closeup.png
Window x 422 to 472, y 511 to 561 um. Cells in gray, sequential cells in the stronger gray; small squares are vias.
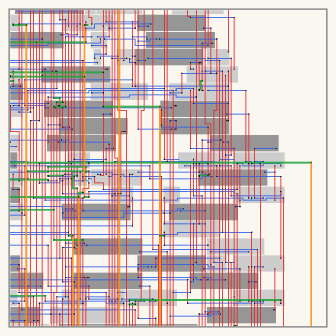
clock_nets.png
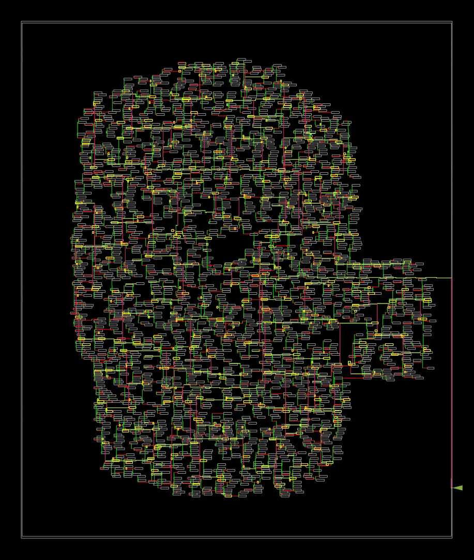
pinout.png
Drawn at 0.5 px/um. Pins as bars across the die edge, other pins in gray.
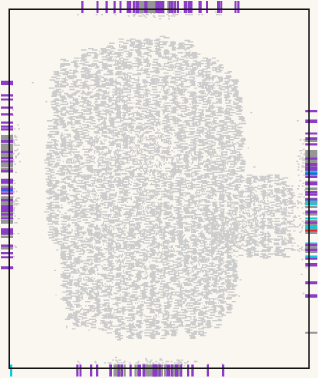
m4.png
Drawn at 1 px/um. Supply wires on this layer in gray.
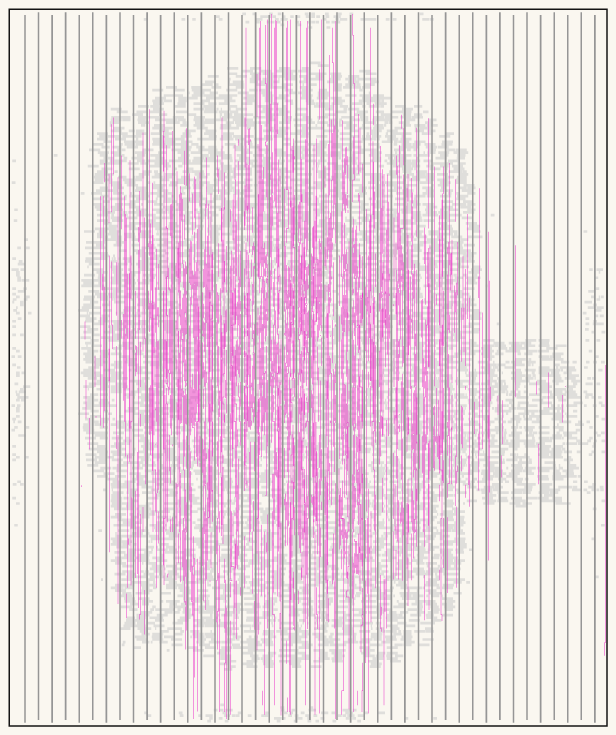
m3.png
Drawn at 1 px/um.
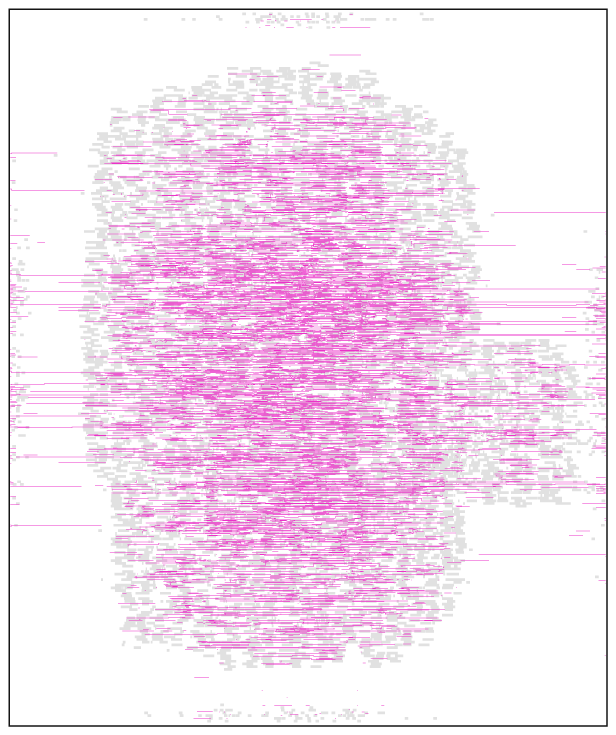
## config.mk

```make
export PLATFORM = sky130hd
export DESIGN_NAME = l1_cache_nway
export DESIGN_NICKNAME = d
export VERILOG_FILES = /design/src/rtl/l1_cache_nway.sv
export SDC_FILE = /design/constraint.sdc
export NUM_CORES = 2
export LEC_CHECK = 0
export CORE_ASPECT_RATIO = 1.2
export CORE_UTILIZATION = 25
export DETAILED_ROUTE_END_ITERATION = 16
export GPL_ROUTABILITY_DRIVEN = 0
export GPL_TIMING_DRIVEN = 0
export PLACE_DENSITY = 0.49
export SETUP_SLACK_MARGIN = 0.3
export SLEW_MARGIN = 20
export SYNTH_ARGS = -nofsm -noshare
export SYNTH_HDL_FRONTEND = slang
export SYNTH_SLANG_ARGS = --single-unit
```

## constraint.sdc

```tcl
create_clock -name clk -period 15.8 [get_ports clk]
set_input_delay 3.16 -clock clk [delete_from_list [all_inputs] [get_ports clk]]
set_output_delay 3.16 -clock clk [all_outputs]
set_load 0.02 [all_outputs]
```

## src/rtl/l1_cache_nway.sv

```systemverilog
// Write-back, write-allocate N-way L1 cache with 16-bit CPU words and 128-bit memory lines.
// Hits complete combinationally in IDLE; misses go through optional WRITEBACK then FILL.
module l1_cache_nway #(
    parameter int WAYS       = 2,
    parameter int INDEX_BITS = 3
) (
    input  logic         clk,
    input  logic         rst_n,
    input  logic         mem_read,
    input  logic         mem_write,
    input  logic [15:0]  mem_address,
    input  logic [15:0]  mem_wdata,
    input  logic [1:0]   mem_byte_enable,
    output logic [15:0]  mem_rdata,
    output logic         mem_resp,
    output logic         pmem_read,
    output logic         pmem_write,
    output logic [15:0]  pmem_address,
    output logic [127:0] pmem_wdata,
    input  logic [127:0] pmem_rdata,
    input  logic         pmem_resp
);
    localparam int SETS     = 1 << INDEX_BITS;
    localparam int TAG_BITS = 12 - INDEX_BITS;
    localparam int WAY_BITS = $clog2(WAYS);

    typedef enum logic [1:0] {IDLE, WRITEBACK, FILL} state_t;
    state_t state_reg, state_next;

    logic [127:0]          data_arr [WAYS][SETS];
    logic [TAG_BITS-1:0]   tag_arr  [WAYS][SETS];
    logic [SETS-1:0][WAYS-1:0] valid_reg, dirty_reg;
    logic [SETS-1:0][WAYS-2:0] plru_reg;
    logic [WAY_BITS-1:0]   victim_reg;
    logic [11:0]           line_reg;

    logic [2:0]            offset;
    logic [INDEX_BITS-1:0] index, line_index;
    logic [TAG_BITS-1:0]   addr_tag, line_tag;
    logic                  request, hit, addr_unused;
    logic [WAYS-1:0]       way_hit;
    logic [WAY_BITS-1:0]   hit_way, victim_sel, plru_victim;
    logic [WAYS-2:0]       plru_cur, plru_upd;
    logic [127:0]          hit_line, merged_line;
    logic                  miss_start, fill_done, hit_write;

    assign offset      = mem_address[3:1];
    assign index       = mem_address[3+INDEX_BITS:4];
    assign addr_tag    = mem_address[15:4+INDEX_BITS];
    assign addr_unused = mem_address[0];
    assign request     = mem_read | mem_write;
    // Miss line address is latched so a request dropped mid-miss cannot disturb the transfer.
    assign line_index  = line_reg[INDEX_BITS-1:0];
    assign line_tag    = line_reg[11:INDEX_BITS];

    genvar gi;
    generate
        for (gi = 0; gi < WAYS; gi++) begin : g_hit
            assign way_hit[gi] = valid_reg[index][gi] && (tag_arr[gi][index] == addr_tag);
        end
    endgenerate

    assign hit = |way_hit;

    always_comb begin
        hit_way = '0;
        for (int w = 0; w < WAYS; w++) begin
            if (way_hit[w]) hit_way = WAY_BITS'(w);
        end
    end

    always_comb begin
        victim_sel = plru_victim;
        for (int w = WAYS - 1; w >= 0; w--) begin
            if (!valid_reg[index][w]) victim_sel = WAY_BITS'(w);
        end
    end

    assign plru_cur = plru_reg[index];

    generate
        if (WAYS == 4) begin : g_plru4
            // b0 picks the pair, b1/b2 pick within pair 0/1; bits point at the LRU side.
            assign plru_victim = plru_cur[0] ? {1'b1, plru_cur[2]} : {1'b0, plru_cur[1]};
            always_comb begin
                plru_upd = plru_cur;
                if (!hit_way[1]) begin
                    plru_upd[0] = 1'b1;
                    plru_upd[1] = ~hit_way[0];
                end else begin
                    plru_upd[0] = 1'b0;
                    plru_upd[2] = ~hit_way[0];
                end
            end
        end else begin : g_plru2
            assign plru_victim = plru_cur[0];
            assign plru_upd    = ~hit_way;
        end
    endgenerate

    assign hit_line  = data_arr[hit_way][index];
    assign mem_rdata = hit_line[{offset, 4'h0} +: 16];

    always_comb begin
        merged_line = hit_line;
        if (mem_byte_enable[0]) merged_line[{offset, 4'h0} +: 8] = mem_wdata[7:0];
        if (mem_byte_enable[1]) merged_line[{offset, 4'h8} +: 8] = mem_wdata[15:8];
    end

    always_ff @(posedge clk or negedge rst_n) begin
        if (!rst_n) state_reg <= IDLE;
        else        state_reg <= state_next;
    end

    always_comb begin
        state_next = state_reg;
        case (state_reg)
            IDLE: begin
                if (request && !hit) begin
                    state_next = (valid_reg[index][victim_sel] && dirty_reg[index][victim_sel])
                                 ? WRITEBACK : FILL;
                end
            end
            WRITEBACK: if (pmem_resp) state_next = FILL;
            FILL:      if (pmem_resp) state_next = IDLE;
            default:   state_next = IDLE;
        endcase
    end

    always_comb begin
        mem_resp     = 1'b0;
        pmem_read    = 1'b0;
        pmem_write   = 1'b0;
        miss_start   = 1'b0;
        fill_done    = 1'b0;
        pmem_address = {line_reg, 4'b0000};
        case (state_reg)
            IDLE: begin
                mem_resp   = request && hit;
                miss_start = request && !hit;
            end
            WRITEBACK: begin
                pmem_write   = 1'b1;
                pmem_address = {tag_arr[victim_reg][line_index], line_index, 4'b0000};
            end
            FILL: begin
                pmem_read = 1'b1;
                fill_done = pmem_resp;
            end
            default: ;
        endcase
    end

    assign hit_write  = mem_resp && mem_write;
    assign pmem_wdata = data_arr[victim_reg][line_index];

    always_ff @(posedge clk or negedge rst_n) begin
        if (!rst_n) begin
            valid_reg  <= '0;
            dirty_reg  <= '0;
            plru_reg   <= '0;
            victim_reg <= '0;
            line_reg   <= '0;
        end else begin
            if (mem_resp) plru_reg[index] <= plru_upd;
            if (hit_write) dirty_reg[index][hit_way] <= 1'b1;
            if (miss_start) begin
                victim_reg <= victim_sel;
                line_reg   <= mem_address[15:4];
            end
            if (fill_done) begin
                valid_reg[line_index][victim_reg] <= 1'b1;
                dirty_reg[line_index][victim_reg] <= 1'b0;
            end
        end
    end

    // Line and tag storage carry no reset; their contents are qualified by valid_reg.
    always_ff @(posedge clk) begin
        if (fill_done) begin
            data_arr[victim_reg][line_index] <= pmem_rdata;
            tag_arr[victim_reg][line_index]  <= line_tag;
        end else if (hit_write) begin
            data_arr[hit_way][index] <= merged_line;
        end
    end
endmodule

```

==> results.py <==
# Synthesis and PnR figures
metrics = {
    "finish": {
        "comb_cells": 3280,
        "flop_area_mm2": 0.0672,
        "buffers": 1186,
        "fin_cells": 12900,
        "inverters": 17,
        "nNetsFinal": 7146,
        "top_register": "data_arr",
        "synthToLayoutAreaGrowth_pct": 24.8,
        "sh_comb_area": 0.277,
        "sh_seq_area": 0.508,
        "largest_register_ffs": 2048,
    },
    "worst_setup_path": {
        "r2r-end": "data_arr[0][810]",
        "path_common_cell": "buf_2",
        "r2r_start": "tag_arr[1][58]",
    },
    "hold_path": {
        "hp-class": "flop to flop",
        "hold_start": "valid_reg[7]",
    },
    "synth": {
        "synth.top_cells.by_count": "edfxtp_1 (2192), mux4_2 (948), nand2_1 (578)",
        "edf_count": 2192,
        "synth_seq_share": 0.634,
        "xor_share": 0.00116,
        "yosys.area.top_type": "edfxtp_1",
        "synthSimpleGateAreaFrac": 0.0428,
        "top_cells_by_area": "edfxtp_1 (62%), mux4_2 (20%), mux2i_1 (3.1%), nand2_1 (2.0%), dfrtp_1 (1.3%)",
        "ys_sh_mux": 0.243,
    },
    "placement": {
        "dp.cells": 12400,
        "dp_slack_ns": 0.831,
    },
    "power": {
        "comb_cell_power_mw": 7.69,
        "p_seq_mw": 7.04,
        "p_sw_mw": 7.44,
    },
    "cts": {
        "clk_pin_slew_ns": 0.06,
        "cts_resized": 0,
        "cts_tree": "done",
        "cts_max_path_buffers": 4,
    },
    "grt": {
        "grt_max_degree": 51,
        "grt_pass1_wl_mm": 792,
    },
    "floorplan": {
        "core-area_mm2": 0.422,
        "io_pins": 330,
        "nWellTaps": 5654,
        "rows": 261,
    },
    "final_timing": {
        "whs_ns": 0.464,
        "max_clock_freq_mhz": 63.7,
    },
    "route": {
        "drc_errors": 0,
        "drt_iter0_drc": 16300,
        "first_pass_iters": 13,
        "wl_per_cell_um": 49.2,
    },
    "status": {
        "outcome": "complete, no violations",
    },
    "run": {
        "warnings": 34,
        "drv_cap": 0,
    },
}
## Picture notes: closeup.png
legend:
  blue:
    layer: M1
  orange:
    layer: M4
  green:
    layer: M3
  red:
    layer: M2
netlist names of flops here include: `data_arr` (19)
sequential cells in the window: 19
cells with their middle in the window: 48
most frequent: edfxtp_1 (19), mux4_2 (9)

## Picture notes: clock_nets.png
P_clk: 5.81 mW
clock latency on the worst-skew pair: 1.01 ns
CTS buffer count: 241
Setup Skew: 0.127 ns
clock buffers: 281

## Picture notes: pinout.png
legend:
  red:
    port: `mem_resp`
    pins: 1
    direction: output
    edge: right
  purple:
    port: `pmem_wdata`
    pins: 128
    direction: output
    edge: 37 left, 33 top, 30 right, 28 bottom
  cyan:
    port: `mem_address`
    pins: 16
    direction: input
    edge: 15 right, 1 bottom
  blue:
    port: `mem_byte_enable`
    pins: 2
    direction: input
    edge: 1 right, 1 left
all pins by edge: 96 right, 94 left, 76 bottom, 64 top
die height: 715 um
IO Port Bufs: 314
Die Width: 596 um

## Picture notes: m4.png
longest straight run: 358 um
share of all routed wire: 11%
nets with wire on the layer: 570
DR vias: 81300
routed wire length: 634 mm

## Picture notes: m3.png
longest straight run: 285 um
wire length on this layer: 97.5 mm
nets with wire on the layer: 1853
main direction: horizontal
share of all routed wire: 15%
M3 GR Usage: 0.127

==> layer usage <==
| metal | global-route usage | up-vias | routed length, um |
|---|---|---|---|
| li1 | - | 27300 | - |
| met1 | 0.335 | 42500 | 209000 |
| met2 | 0.400 | 9022 | 256000 |
| met3 | 0.127 | 2463 | 97500 |
| met4 | 0.257 | 36 | 70200 |
| met5 | 0.00249 | - | 606 |
==> cells in the final DEF (no fill, tap or decap), types with 64 or more instances in the layout <==
cell type	n
buf_6	108
buf_16	124
nand2_1	578
clkbuf_2	184
nor2_1	137
buf_4	64
clkbuf_16	241
o21ai_1	81
buf_2	121
edfxtp_1	2192
diode_2	81
clkdlybuf4s50_1	311
clkbuf_1	117
o22ai_1	147
mux4_2	948
mux2i_1	328
buf_12	131
a22oi_1	94
a21oi_1	247
Power figures rest on the tool's default switching activity, not on a simulated workload.
